===== config.mk =====
export PLATFORM = sky130hd
export DESIGN_NAME = mux2_rr_arbiter_flat
export DESIGN_NICKNAME = d
export VERILOG_FILES = /design/src/rtl/mux2_rr_arbiter_if.sv /design/src/rtl/mux2_rr_arbiter.sv /design/src/flat_wrapper.sv
export SDC_FILE = /design/constraint.sdc
export NUM_CORES = 1
export LEC_CHECK = 0
export ABC_AREA = 1
export CAP_MARGIN = 20
export CORE_MARGIN = 2
export CORE_UTILIZATION = 30
export CTS_CLUSTER_SIZE = 28
export DETAILED_ROUTE_END_ITERATION = 10
export DONT_BUFFER_PORTS = 1
export GPL_ROUTABILITY_DRIVEN = 0
export GPL_TIMING_DRIVEN = 0
export MAX_ROUTING_LAYER = met4
export SETUP_SLACK_MARGIN = 0.4
export SLEW_MARGIN = 20
export SYNTH_ARGS = -nofsm -noshare
export SYNTH_HDL_FRONTEND = slang
export SYNTH_SLANG_ARGS = --single-unit

===== constraint.sdc =====
create_clock -name clock -period 4.1 [get_ports clock]
set_clock_uncertainty 0.1 [all_clocks]
set_input_delay 1.23 -clock clock [delete_from_list [all_inputs] [get_ports clock]]
set_output_delay 1.23 -clock clock [all_outputs]
set_load 0.02 [all_outputs]

===== src/rtl/mux2_rr_arbiter_if.sv =====
// Handshake bundle for mux2_rr_arbiter: two producer streams, one consumer stream, status.
// MUX2_ARB_BURST_EN adds the per-beat last flags and the lock-state debug view.
interface mux2_rr_arbiter_if #(
    parameter int W     = 8,
    parameter int CNT_W = 8
);
    logic             io_in0_valid;
    logic             io_in0_ready;
    logic [W-1:0]     io_in0_bits;
    logic             io_in1_valid;
    logic             io_in1_ready;
    logic [W-1:0]     io_in1_bits;
    logic             io_out_valid;
    logic             io_out_ready;
    logic [W-1:0]     io_out_bits;
    logic             io_sel;
    logic [CNT_W-1:0] io_cnt0;
    logic [CNT_W-1:0] io_cnt1;
`ifdef MUX2_ARB_BURST_EN
    logic             io_in0_last;
    logic             io_in1_last;
    logic             io_out_last;
    logic [1:0]       dbg_lock_state;

    modport slave (
        input  io_in0_valid, io_in0_bits, io_in0_last,
        input  io_in1_valid, io_in1_bits, io_in1_last,
        input  io_out_ready,
        output io_in0_ready, io_in1_ready,
        output io_out_valid, io_out_bits, io_out_last,
        output io_sel, io_cnt0, io_cnt1, dbg_lock_state
    );

    modport master (
        output io_in0_valid, io_in0_bits, io_in0_last,
        output io_in1_valid, io_in1_bits, io_in1_last,
        output io_out_ready,
        input  io_in0_ready, io_in1_ready,
        input  io_out_valid, io_out_bits, io_out_last,
        input  io_sel, io_cnt0, io_cnt1, dbg_lock_state
    );
`else
    modport slave (
        input  io_in0_valid, io_in0_bits,
        input  io_in1_valid, io_in1_bits,
        input  io_out_ready,
        output io_in0_ready, io_in1_ready,
        output io_out_valid, io_out_bits,
        output io_sel, io_cnt0, io_cnt1
    );

    modport master (
        output io_in0_valid, io_in0_bits,
        output io_in1_valid, io_in1_bits,
        output io_out_ready,
        input  io_in0_ready, io_in1_ready,
        input  io_out_valid, io_out_bits,
        input  io_sel, io_cnt0, io_cnt1
    );
`endif
endinterface


===== src/rtl/mux2_rr_arbiter.sv =====
// Round-robin arbiter sharing a 2:1 mux between two valid/ready producers, one-entry output stage.
// Optional MUX2_ARB_BURST_EN: a grant with last=0 locks the arbiter to that requester until last=1.
module mux2_rr_arbiter #(
    parameter int W     = 8,
    parameter int CNT_W = 8
) (
    input  logic             clock,
    input  logic             reset,
    mux2_rr_arbiter_if.slave io
);
    // Valid/ready: a beat moves when valid && ready at posedge. Ready is the arbitration
    // result (slot free and this requester wins) and never waits on its own valid otherwise.
    localparam logic [CNT_W-1:0] CNT_ONE = CNT_W'(1);

    logic             free;
    logic             rr0, rr1;
    logic             gnt0, gnt1;
    logic             ready0, ready1;
    logic             xfer0, xfer1;
    logic             out_valid_q;
    logic [W-1:0]     out_bits_q;
    logic             sel_q;
    logic             last_grant_q;
    logic [CNT_W-1:0] cnt0_q, cnt1_q;

`ifdef MUX2_ARB_BURST_EN
    typedef enum logic [1:0] {
        ST_OPEN  = 2'd0,
        ST_LOCK0 = 2'd1,
        ST_LOCK1 = 2'd2
    } lock_state_t;

    lock_state_t state_q, state_d;
    logic        out_last_q;
`endif

    always_comb begin
        free = !out_valid_q || io.io_out_ready;
        rr0  = 1'b0;
        rr1  = 1'b0;
        if (io.io_in0_valid && io.io_in1_valid) begin
            rr0 = last_grant_q;
            rr1 = !last_grant_q;
        end else begin
            rr0 = io.io_in0_valid;
            rr1 = io.io_in1_valid;
        end
`ifdef MUX2_ARB_BURST_EN
        gnt0 = (state_q == ST_LOCK0) || ((state_q == ST_OPEN) && rr0);
        gnt1 = (state_q == ST_LOCK1) || ((state_q == ST_OPEN) && rr1);
`else
        gnt0 = rr0;
        gnt1 = rr1;
`endif
        ready0 = !reset && free && gnt0;
        ready1 = !reset && free && gnt1;
        xfer0  = io.io_in0_valid && ready0;
        xfer1  = io.io_in1_valid && ready1;
    end

`ifdef MUX2_ARB_BURST_EN
    always_comb begin
        state_d = state_q;
        if (xfer0) begin
            state_d = io.io_in0_last ? ST_OPEN : ST_LOCK0;
        end else if (xfer1) begin
            state_d = io.io_in1_last ? ST_OPEN : ST_LOCK1;
        end
    end

    always_ff @(posedge clock) begin
        if (reset) state_q <= ST_OPEN;
        else       state_q <= state_d;
    end
`endif

    // last_grant resets to 1 so requester 0 takes the first tie.
    always_ff @(posedge clock) begin
        if (reset) begin
            out_valid_q  <= 1'b0;
            out_bits_q   <= '0;
            sel_q        <= 1'b0;
            last_grant_q <= 1'b1;
            cnt0_q       <= '0;
            cnt1_q       <= '0;
`ifdef MUX2_ARB_BURST_EN
            out_last_q   <= 1'b0;
`endif
        end else if (xfer0 || xfer1) begin
            out_valid_q  <= 1'b1;
            out_bits_q   <= xfer1 ? io.io_in1_bits : io.io_in0_bits;
            sel_q        <= xfer1;
            last_grant_q <= xfer1;
            if (xfer0) cnt0_q <= cnt0_q + CNT_ONE;
            if (xfer1) cnt1_q <= cnt1_q + CNT_ONE;
`ifdef MUX2_ARB_BURST_EN
            out_last_q   <= xfer1 ? io.io_in1_last : io.io_in0_last;
`endif
        end else if (out_valid_q && io.io_out_ready) begin
            out_valid_q  <= 1'b0;
        end
    end

    assign io.io_in0_ready = ready0;
    assign io.io_in1_ready = ready1;
    assign io.io_out_valid = out_valid_q;
    assign io.io_out_bits  = out_bits_q;
    assign io.io_sel       = sel_q;
    assign io.io_cnt0      = cnt0_q;
    assign io.io_cnt1      = cnt1_q;
`ifdef MUX2_ARB_BURST_EN
    assign io.io_out_last    = out_last_q;
    assign io.dbg_lock_state = state_q;
`endif
endmodule

===== src/flat_wrapper.sv =====
// flat-port wrapper written by rule: the top's interface ports become plain ports
module mux2_rr_arbiter_flat 
#(
    parameter int W     = 8,
    parameter int CNT_W = 8
)
  (clock, reset, io_io_in0_valid, io_io_in0_bits, io_io_in1_valid, io_io_in1_bits, io_io_out_ready, io_io_in0_ready, io_io_in1_ready, io_io_out_valid, io_io_out_bits, io_io_sel, io_io_cnt0, io_io_cnt1);
  mux2_rr_arbiter_if #(.W(W), .CNT_W(CNT_W)) io_i ();
  input  logic clock;
  input  logic reset;
  input wire logic [$bits(io_i.io_in0_valid)-1:0] io_io_in0_valid;
  input wire logic [$bits(io_i.io_in0_bits)-1:0] io_io_in0_bits;
  input wire logic [$bits(io_i.io_in1_valid)-1:0] io_io_in1_valid;
  input wire logic [$bits(io_i.io_in1_bits)-1:0] io_io_in1_bits;
  input wire logic [$bits(io_i.io_out_ready)-1:0] io_io_out_ready;
  output wire logic [$bits(io_i.io_in0_ready)-1:0] io_io_in0_ready;
  output wire logic [$bits(io_i.io_in1_ready)-1:0] io_io_in1_ready;
  output wire logic [$bits(io_i.io_out_valid)-1:0] io_io_out_valid;
  output wire logic [$bits(io_i.io_out_bits)-1:0] io_io_out_bits;
  output wire logic [$bits(io_i.io_sel)-1:0] io_io_sel;
  output wire logic [$bits(io_i.io_cnt0)-1:0] io_io_cnt0;
  output wire logic [$bits(io_i.io_cnt1)-1:0] io_io_cnt1;
  assign io_i.io_in0_valid = io_io_in0_valid;
  assign io_i.io_in0_bits = io_io_in0_bits;
  assign io_i.io_in1_valid = io_io_in1_valid;
  assign io_i.io_in1_bits = io_io_in1_bits;
  assign io_i.io_out_ready = io_io_out_ready;
  assign io_io_in0_ready = io_i.io_in0_ready;
  assign io_io_in1_ready = io_i.io_in1_ready;
  assign io_io_out_valid = io_i.io_out_valid;
  assign io_io_out_bits = io_i.io_out_bits;
  assign io_io_sel = io_i.io_sel;
  assign io_io_cnt0 = io_i.io_cnt0;
  assign io_io_cnt1 = io_i.io_cnt1;
  mux2_rr_arbiter #(.W(W), .CNT_W(CNT_W)) u_core (.clock(clock), .reset(reset), .io(io_i));
endmodule

Figure 1. Signal wires by layer.
(6 px per um) Only two layers are drawn.
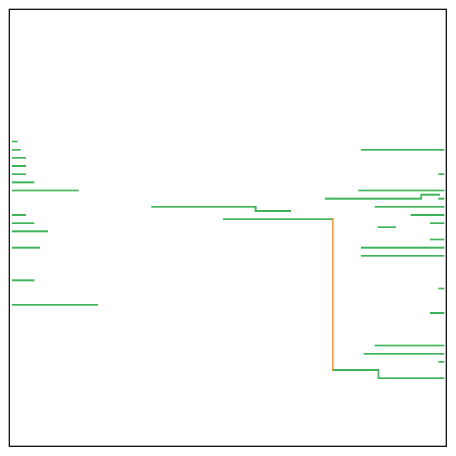
[met4] orange | wire length: 25.2 um
[met3] green | wire length: 244 um
WL final: 3.24 mm
via count: 1243

Figure 2. Routing congestion map.
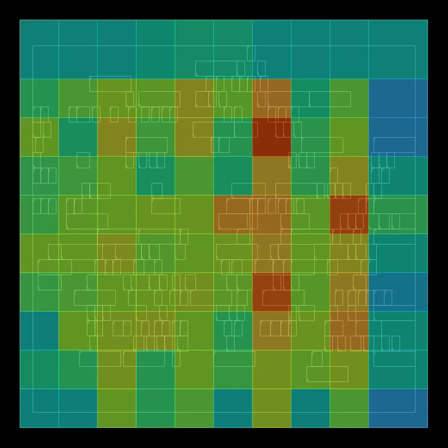
grt met1 use: 17.3%
fin util: 34.3%
met3 usage: 4.42%

==> GITHUB_STEP_SUMMARY <==
### Metrics collected by this job

| Metric | Value |
|---|---|
| Yosys stat area | 0.00141 mm2 |
| Hold Slack | ~420 ps |
| Flop pwr share | 57.4% |
| Power Internal | approximately 370 uW |
| Slew margin rel. | between 60% and 70% |
| Synth top cell by count | nand2_1 |
| Die Y | roughly 73 um |
| Signal buf overhead | 3.78% |
| Final setup vio count | 0 |
| Cell chain of the critical path | buf_6, a21oi_4, nand2_4, inv_1 |
| Initial DRC count | between 60 and 70 |
| Clock network power | between 150 and 200 uW |
| Top logic family | simple AND/OR/NAND/NOR gates |
| Core Footprint | around 0.0044 mm2 |
| CP peak stage delay | between 200 and 250 ps |
| Slowest stage cell, crit path | a21oi_4 |
| Post-CTS sizing | 0 |
| Number of antenna violations at the first check in global routing | 0 |
| Placed insts | between 200 and 300 |
| Tap Cells | around 52 |
| Register area | ~540 um2 |
| Post-route DRC | 0 |
| GR Util All Layers | 13.8% |
| Crit path time final | about 3300 ps |
| Fin. max-slew vios | 0 |
| Crit Path Class | in2out |
| Post-Place Cell Area | 0.00148 mm2 |
| Cts hold-fix bufs | 0 |
| Routed length on met3 | between 200 and 250 um |
| Top Layer Used | met4 |
| Synth area leaders | dfxtp_1 38%, nand2_1 20%, nor2_1 9.3% |
| Htree depth | 1 |
| Fraction of layout cells with a size suffix above 1 | 10.5% |
| And+or+nand+nor area frac | between 30 and 40% |
| Remaining antenna violation count after routing | 0 |
| CP arrival | between 1500 and 2000 ps |
| Setup crit start kind | input port |
| Post-CTS setup buffer count | 0 |
| Setup_tns | 0 ps |
| Seq power | roughly 300 uW |
| Static leakage | 0.000678 uW |
| Largest net degree at the start of global routing | 16 |
| Critical path capture point type | primary output |
| Clk sinks | 27 |
| DRT Pass-1 Iters | 5 |
| Post-synth EDFFs | 0 |
| Syn_nets | 238 |
| Final Power | ~520 uW |
| Comb gates | 157 |
| Slew @ Worst Pin | 478 ps |
| Signal inverters | 24 |
| MI comb area | ~720 um2 |
| Total global routing overflow | 0 |
| Global-route wire length before repair | ~5.5 mm |
| Average cell area after synthesis | between 6 and 7 um2 |
| Placement Setup Slack | 779 ps |
| Metal2 WL | 1.50 mm |
| Clock-cell share of area | 3.04% |
| Pre-Place Util | between 30% and 40% |
| Synth cell count leaders | 77 x nand2_1, 35 x nor2_1, 27 x dfxtp_1, 23 x inv_1, 13 x nand3_1 |
| Largest fanout on the critical path | 10 |
| Top-area cell share | roughly two fifths |
| Switch share | between 20% and 30% |
| Avg WL per Cell | between 10 and 15 um |
| FMAX | 0.302 GHz |
| Class of the worst hold path | reg2reg |
| Status | finished, final reports clean |
| Synth Cell Area | between 0.001 and 0.0015 mm2 |
| Post-synthesis mux area share | 0% |
| Max Cap Viol | 0 |
| Largest power group | registers |
| YS warnings | 0 |
| Design area | between 0.0015 and 0.002 mm2 |
| Xor/xnor share | under 10% |
| Worst Path Required | roughly 2800 ps |
| Register share after synthesis | between 30% and 40% |
| Ys async rst share | 0% |
| Tool warnings | 26 |
| Power Density | between 300 and 400 mW/mm2 |
| Cell family with most CP delay | buffers and inverters |
| Syn-to-layout area delta | 7.89% |
| CTS tree | yes |
| Vias/cell | ~4.6 |
Figure 3. Met3 routing.
(4 px per um) Cells faint in the background.
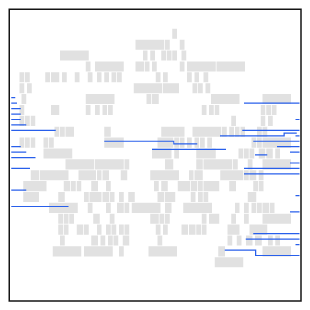
longest straight run: 18.2 um
main direction: horizontal
wire length on this layer: 244 um

Figure 4. M1 wires.
(8 px per um) Supply wires on this layer in gray. Cells faint in the background.
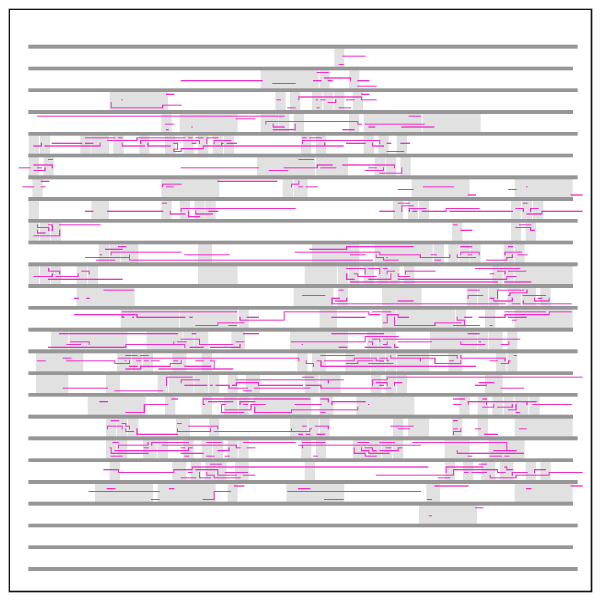
longest straight run: 30.8 um
wire length on this layer: 1470 um
share of all routed wire: 45%

routing by layer:
metal	GRT usage, %	vias up
li1	-	661
met1	17.3	542
met2	21.9	38
met3	4.42	2
met4	2.47	0
met5	-	-
tightest hold or removal path: stages, from the launching register on:
cell,delay [ps]
dfxtp_1,380
a21oi_1,80
nand2_1,50
final timing paths:
check	startpoint	end	slack [ps]	cells past startpoint
worst max-delay path	reset	io_io_in0_ready	790	4
worst max register to register	u_core.io.io_cnt0[0]	u_core.io.io_cnt0[6]	2590	6
worst min-delay path	u_core.last_grant_q	u_core.last_grant_q	420	2
worst min register to register	u_core.last_grant_q	u_core.last_grant_q	420	2
Power figures rest on the tool's default switching activity, not on a simulated workload.
